Figure 1. Power grid.
Bar = 20 um. Pins as bars on the die edge.
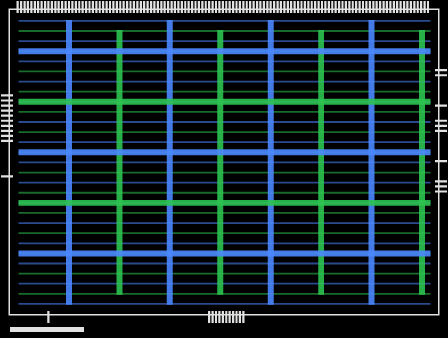
Figure 2. Wires at chosen ports, followed through buffers.
Bar = 20 um.
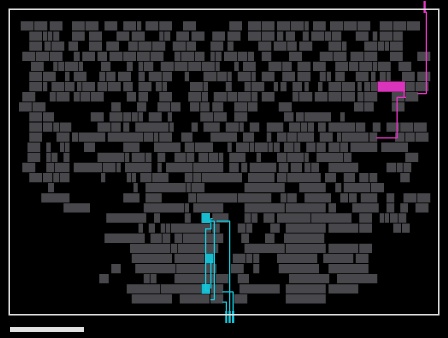
Figure 3. Placement by cell class.
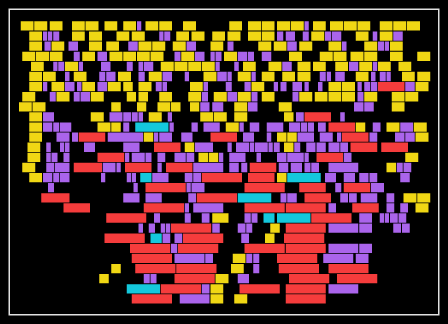
Figure 4. Placement density heat map.
Bar = 20 um. 12 x 8 tiles, from black (low) to pale yellow (high), 0 to 100% covered.
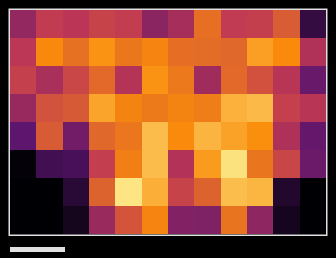
<file path="config.mk">
export PLATFORM = sky130hd
export DESIGN_NAME = ddr_cmd_arbiter
export DESIGN_NICKNAME = d
export VERILOG_FILES = /design/src/rtl/ddr_cmd_arbiter.sv
export SDC_FILE = /design/constraint.sdc
export NUM_CORES = 1
export LEC_CHECK = 0
export CORE_ASPECT_RATIO = 0.7
export CORE_MARGIN = 2
export CORE_UTILIZATION = 37
export DETAILED_ROUTE_END_ITERATION = 7
export PLACE_DENSITY_LB_ADDON = 0.25
export SYNTH_ARGS = -nofsm -noshare
export SYNTH_HDL_FRONTEND = slang
export SYNTH_SLANG_ARGS = --single-unit
</file>
<file path="constraint.sdc">
create_clock -name clk -period 3.8 [get_ports clk]
set_input_delay 0.76 -clock clk [delete_from_list [all_inputs] [get_ports clk]]
set_output_delay 0.76 -clock clk [all_outputs]
set_load 0.02 [all_outputs]
</file>
<file path="src/rtl/ddr_cmd_arbiter.sv">
// DDR user-port arbiter for 3 requesters with an in-order read tag FIFO.
// Define DDR_ARB_RR_EN for round-robin arbitration instead of fixed 0>1>2.
module ddr_cmd_arbiter #(
  parameter int NUM_REQ   = 3,
  parameter int ADDR_W    = 30,
  parameter int TAG_DEPTH = 16
) (
  input  logic                      clk,
  input  logic                      rst_n,
  input  logic [NUM_REQ-1:0]        req,
  input  logic [NUM_REQ-1:0]        req_en,
  input  logic [NUM_REQ*3-1:0]      req_cmd,
  input  logic [NUM_REQ*ADDR_W-1:0] req_addr,
  output logic [NUM_REQ-1:0]        gnt,
  output logic [NUM_REQ-1:0]        req_rdy,
  output logic [NUM_REQ-1:0]        req_rd_valid,
  input  logic                      ddr_rdy,
  input  logic                      ddr_rd_data_valid,
  output logic                      ddr_en,
  output logic [2:0]                ddr_cmd,
  output logic [ADDR_W-1:0]         ddr_addr,
  output logic                      err_orphan_valid,
  output logic                      busy
);

  localparam int PW    = $clog2(TAG_DEPTH);
  localparam int CNT_W = PW + 1;
  localparam logic [2:0] CMD_RD = 3'b001;
  localparam logic [0:0] IDLE  = 1'b0;
  localparam logic [0:0] GRANT = 1'b1;

  logic [0:0]        state;
  logic [2:0]        gnt_q;
  logic [1:0]        g_idx;
  logic [1:0]        win;
  logic [2:0]        cmd_g;
  logic [ADDR_W-1:0] addr_g;
  logic              granted;
  logic              is_read;
  logic              stall;
  logic              push;
  logic              pop;
  logic              full;
  logic              empty;

  logic [1:0]        tag_mem [TAG_DEPTH];
  logic [PW-1:0]     wr_ptr;
  logic [PW-1:0]     rd_ptr;
  logic [CNT_W-1:0]  count;

  always_comb begin
    g_idx  = 2'd0;
    cmd_g  = req_cmd[2:0];
    addr_g = req_addr[ADDR_W-1:0];
    unique case (1'b1)
      gnt_q[0]: begin
        g_idx  = 2'd0;
        cmd_g  = req_cmd[2:0];
        addr_g = req_addr[ADDR_W-1:0];
      end
      gnt_q[1]: begin
        g_idx  = 2'd1;
        cmd_g  = req_cmd[5:3];
        addr_g = req_addr[2*ADDR_W-1:ADDR_W];
      end
      gnt_q[2]: begin
        g_idx  = 2'd2;
        cmd_g  = req_cmd[8:6];
        addr_g = req_addr[3*ADDR_W-1:2*ADDR_W];
      end
      default: ;
    endcase
  end

`ifdef DDR_ARB_RR_EN
  logic [1:0] last_q;
  logic [1:0] c0;
  logic [1:0] c1;
  logic [1:0] c2;

  // search order rotates to start just after the previous winner
  always_comb begin
    c0 = (last_q == 2'd2) ? 2'd0 : last_q + 2'd1;
    c1 = (c0 == 2'd2) ? 2'd0 : c0 + 2'd1;
    c2 = (c1 == 2'd2) ? 2'd0 : c1 + 2'd1;
    if (req[c0])      win = c0;
    else if (req[c1]) win = c1;
    else              win = c2;
  end

  always_ff @(posedge clk) begin
    if (!rst_n)
      last_q <= 2'd2;
    else if (state == IDLE && |req)
      last_q <= win;
  end
`else
  always_comb begin
    if (req[0])      win = 2'd0;
    else if (req[1]) win = 2'd1;
    else             win = 2'd2;
  end
`endif

  always_ff @(posedge clk) begin
    if (!rst_n) begin
      state <= IDLE;
      gnt_q <= 3'b000;
    end else begin
      unique case (state)
        IDLE: if (|req) begin
          gnt_q <= 3'b001 << win;
          state <= GRANT;
        end
        GRANT: if (!(|(req & gnt_q))) begin
          gnt_q <= 3'b000;
          state <= IDLE;
        end
        default: state <= IDLE;
      endcase
    end
  end

  assign granted = (state == GRANT);
  assign full    = (count == CNT_W'(TAG_DEPTH));
  assign empty   = (count == '0);
  assign is_read = (cmd_g == CMD_RD);
  assign stall   = is_read & full;

  assign gnt      = gnt_q;
  assign ddr_en   = granted & req_en[g_idx] & ~stall;
  assign ddr_cmd  = granted ? cmd_g : CMD_RD;
  assign ddr_addr = granted ? addr_g : '0;
  assign req_rdy  = granted ? (gnt_q & {3{ddr_rdy & ~stall}}) : 3'b000;

  assign push = ddr_en & ddr_rdy & is_read;
  assign pop  = ddr_rd_data_valid & ~empty;

  assign req_rd_valid = pop ? (3'b001 << tag_mem[rd_ptr]) : 3'b000;
  assign busy = (|gnt_q) | ~empty;

  always_ff @(posedge clk) begin
    if (push)
      tag_mem[wr_ptr] <= g_idx;
  end

  // a push into an empty FIFO is not seen by the same-cycle pop
  always_ff @(posedge clk) begin
    if (!rst_n) begin
      wr_ptr           <= '0;
      rd_ptr           <= '0;
      count            <= '0;
      err_orphan_valid <= 1'b0;
    end else begin
      if (push) wr_ptr <= wr_ptr + PW'(1);
      if (pop)  rd_ptr <= rd_ptr + PW'(1);
      if (push && !pop)
        count <= count + CNT_W'(1);
      else if (pop && !push)
        count <= count - CNT_W'(1);
      if (ddr_rd_data_valid && empty)
        err_orphan_valid <= 1'b1;
    end
  end

endmodule

</file>
==> qor.yml <==
cts:
  cts.clk_slew.worst_paths_ns: 0.07
  cts-root-buf: "clkbuf_16"
  post_cts_buffers: 0
  holdBufCountCts: 0
  cts_tree: "done"
placement:
  gp_congestion: 0.870
  hpwl_um: 8580
  dp_cells: 600
routing:
  highest_layer: "met4"
  drt_iter0_drc: 272
  routedLengthMet1_um: 4730
synthesis:
  netlist.area_leader.share: 0.300
  synthCells: 332
  postSynthSeqShare: 0.438
  ff_type: "edfxtp_1"
  yosys.area_share.adder: 0.0414
  avgSynthCellArea_um2: 9.64
  ys_chip_area_um2: 3200
  top_area_cell: "edfxtp_1"
die:
  core_area_um2: 8440
  dieArea_um2: 9420
  placementRows: 28
  die_x_um: 115
worst_setup_path:
  critical-path-top-delay-family: "buffers and inverters"
  cp_common_cell: "clkdlybuf4s50_1"
  cp.depth: 7
  critPathMaxFanout: 3
  startpoint: "req_cmd[0]"
  r2r_setup_slack_ns: 0.53
pwr:
  cell_internal_pwr_mw: 1.35
  swShare: 0.329
  leakagePower_nw: 1.84
global_routing:
  antenna_found_initial: 0
flow_run:
  drv_cap: 0
  warnings: 29
sta:
  maxSlewHeadroom: 0.444
  skew_ns: 0.0111
  fmax_mhz: 269
run_status:
  outcome: "complete, no violations"
hold_path:
  hold_depth: 2
  hold_class: "reg2reg"
final_layout:
  reg_top3: "tag_mem (32), count (5)"
  logic_area_um2: 1680
-- Figure 1 (at the start) --
Key: green = VDD; blue = VSS
5 straps on met5. 8 straps on met4.

-- Figure 2 (at the start) --
Key: magenta = err_orphan_valid [direction output, edge top, end cells 1, buffers 1, wire 45.7 um]; cyan = req_rdy [direction output, edge bottom, end cells 3, buffers 3, wire 93.4 um]

-- Figure 3 (at the start) --
Key: yellow = remaining buffers and delay cells [cells 176, share of their area 34%]; red = registers [cells 54, share of their area 28%]; cyan = clock drivers and dummy loads [cells 8, share of their area 3.0%]; purple = remaining logic cells [cells 250, share of their area 34%]

-- Figure 4 (at the start) --
The fullest tile reaches 94%. The emptiest ninth of the die: lower left. The densest ninth of the die: center. 7.3% of the tiles are nearly empty. 18% of the tiles are over 75% full.

cells by family (layout without fill, tap and decap cells):
logic type,Yosys count,count (layout)
simple gates,107,107
buf+inv,38,194
flops,54,54
compound gates,97,97
xor+xnor,5,5
mux,21,21
fa+ha+maj,10,10
cell type report:
class / instances / area share
Timing Repair Buffer: 176 / 0.333
Multi-Input combinational cell: 240 / 0.327
Sequential cell: 54 / 0.274
Tap cell: 120 / 0.0293
Clock buffer: 5 / 0.0244
Inverter: 10 / 0.00732
Clock inverter: 3 / 0.00512
placed cells by master (no fill, tap or decap), types with 7 or more instances in the layout:
cell / count
a21oi_1: 36
a22oi_1: 31
and2_1: 8
buf_4: 23
clkdlybuf4s50_1: 152
dfxtp_1: 20
edfxtp_1: 32
ha_1: 9
inv_1: 7
mux2i_1: 13
mux4_2: 8
nand2_1: 45
nand2b_1: 9
nor2_1: 7
nor3_1: 16
nor4_1: 7
tightest hold or removal path: cells and delay by family, from the launching register on:
kind	cells	cell delay, ns
flops	1	0.35
mux	1	0.05
simple gates	1	0.07
per-stage QoR:
| stage | cell area (um2) | setup slack (ns) | setup TNS (ns) |
|---|---|---|---|
| after floorplan | 3200 | 0.166 | 0 |
| after global placement | 4940 | -0.203 | -0.288 |
| after detailed placement | 4940 | -0.290 | -0.797 |
| after CTS | 5110 | 0.0144 | 0 |
| after global routing | 5130 | 0.0106 | 0 |
| final | 5130 | 0.0825 | 0 |
power by group through the flow:
| stage | clock (mW) | combinational (mW) | sequential (mW) |
|---|---|---|---|
| detailed placement | 0 | 0.799 | 0.741 |
| global placement | 0 | 0.786 | 0.739 |
| CTS | 0.466 | 0.807 | 0.727 |
| finish | 0.460 | 0.819 | 0.729 |
| floorplan | 0 | 0.445 | 0.714 |
| global route | 0.488 | 0.878 | 0.738 |
Power and IR drop assume default switching activity.
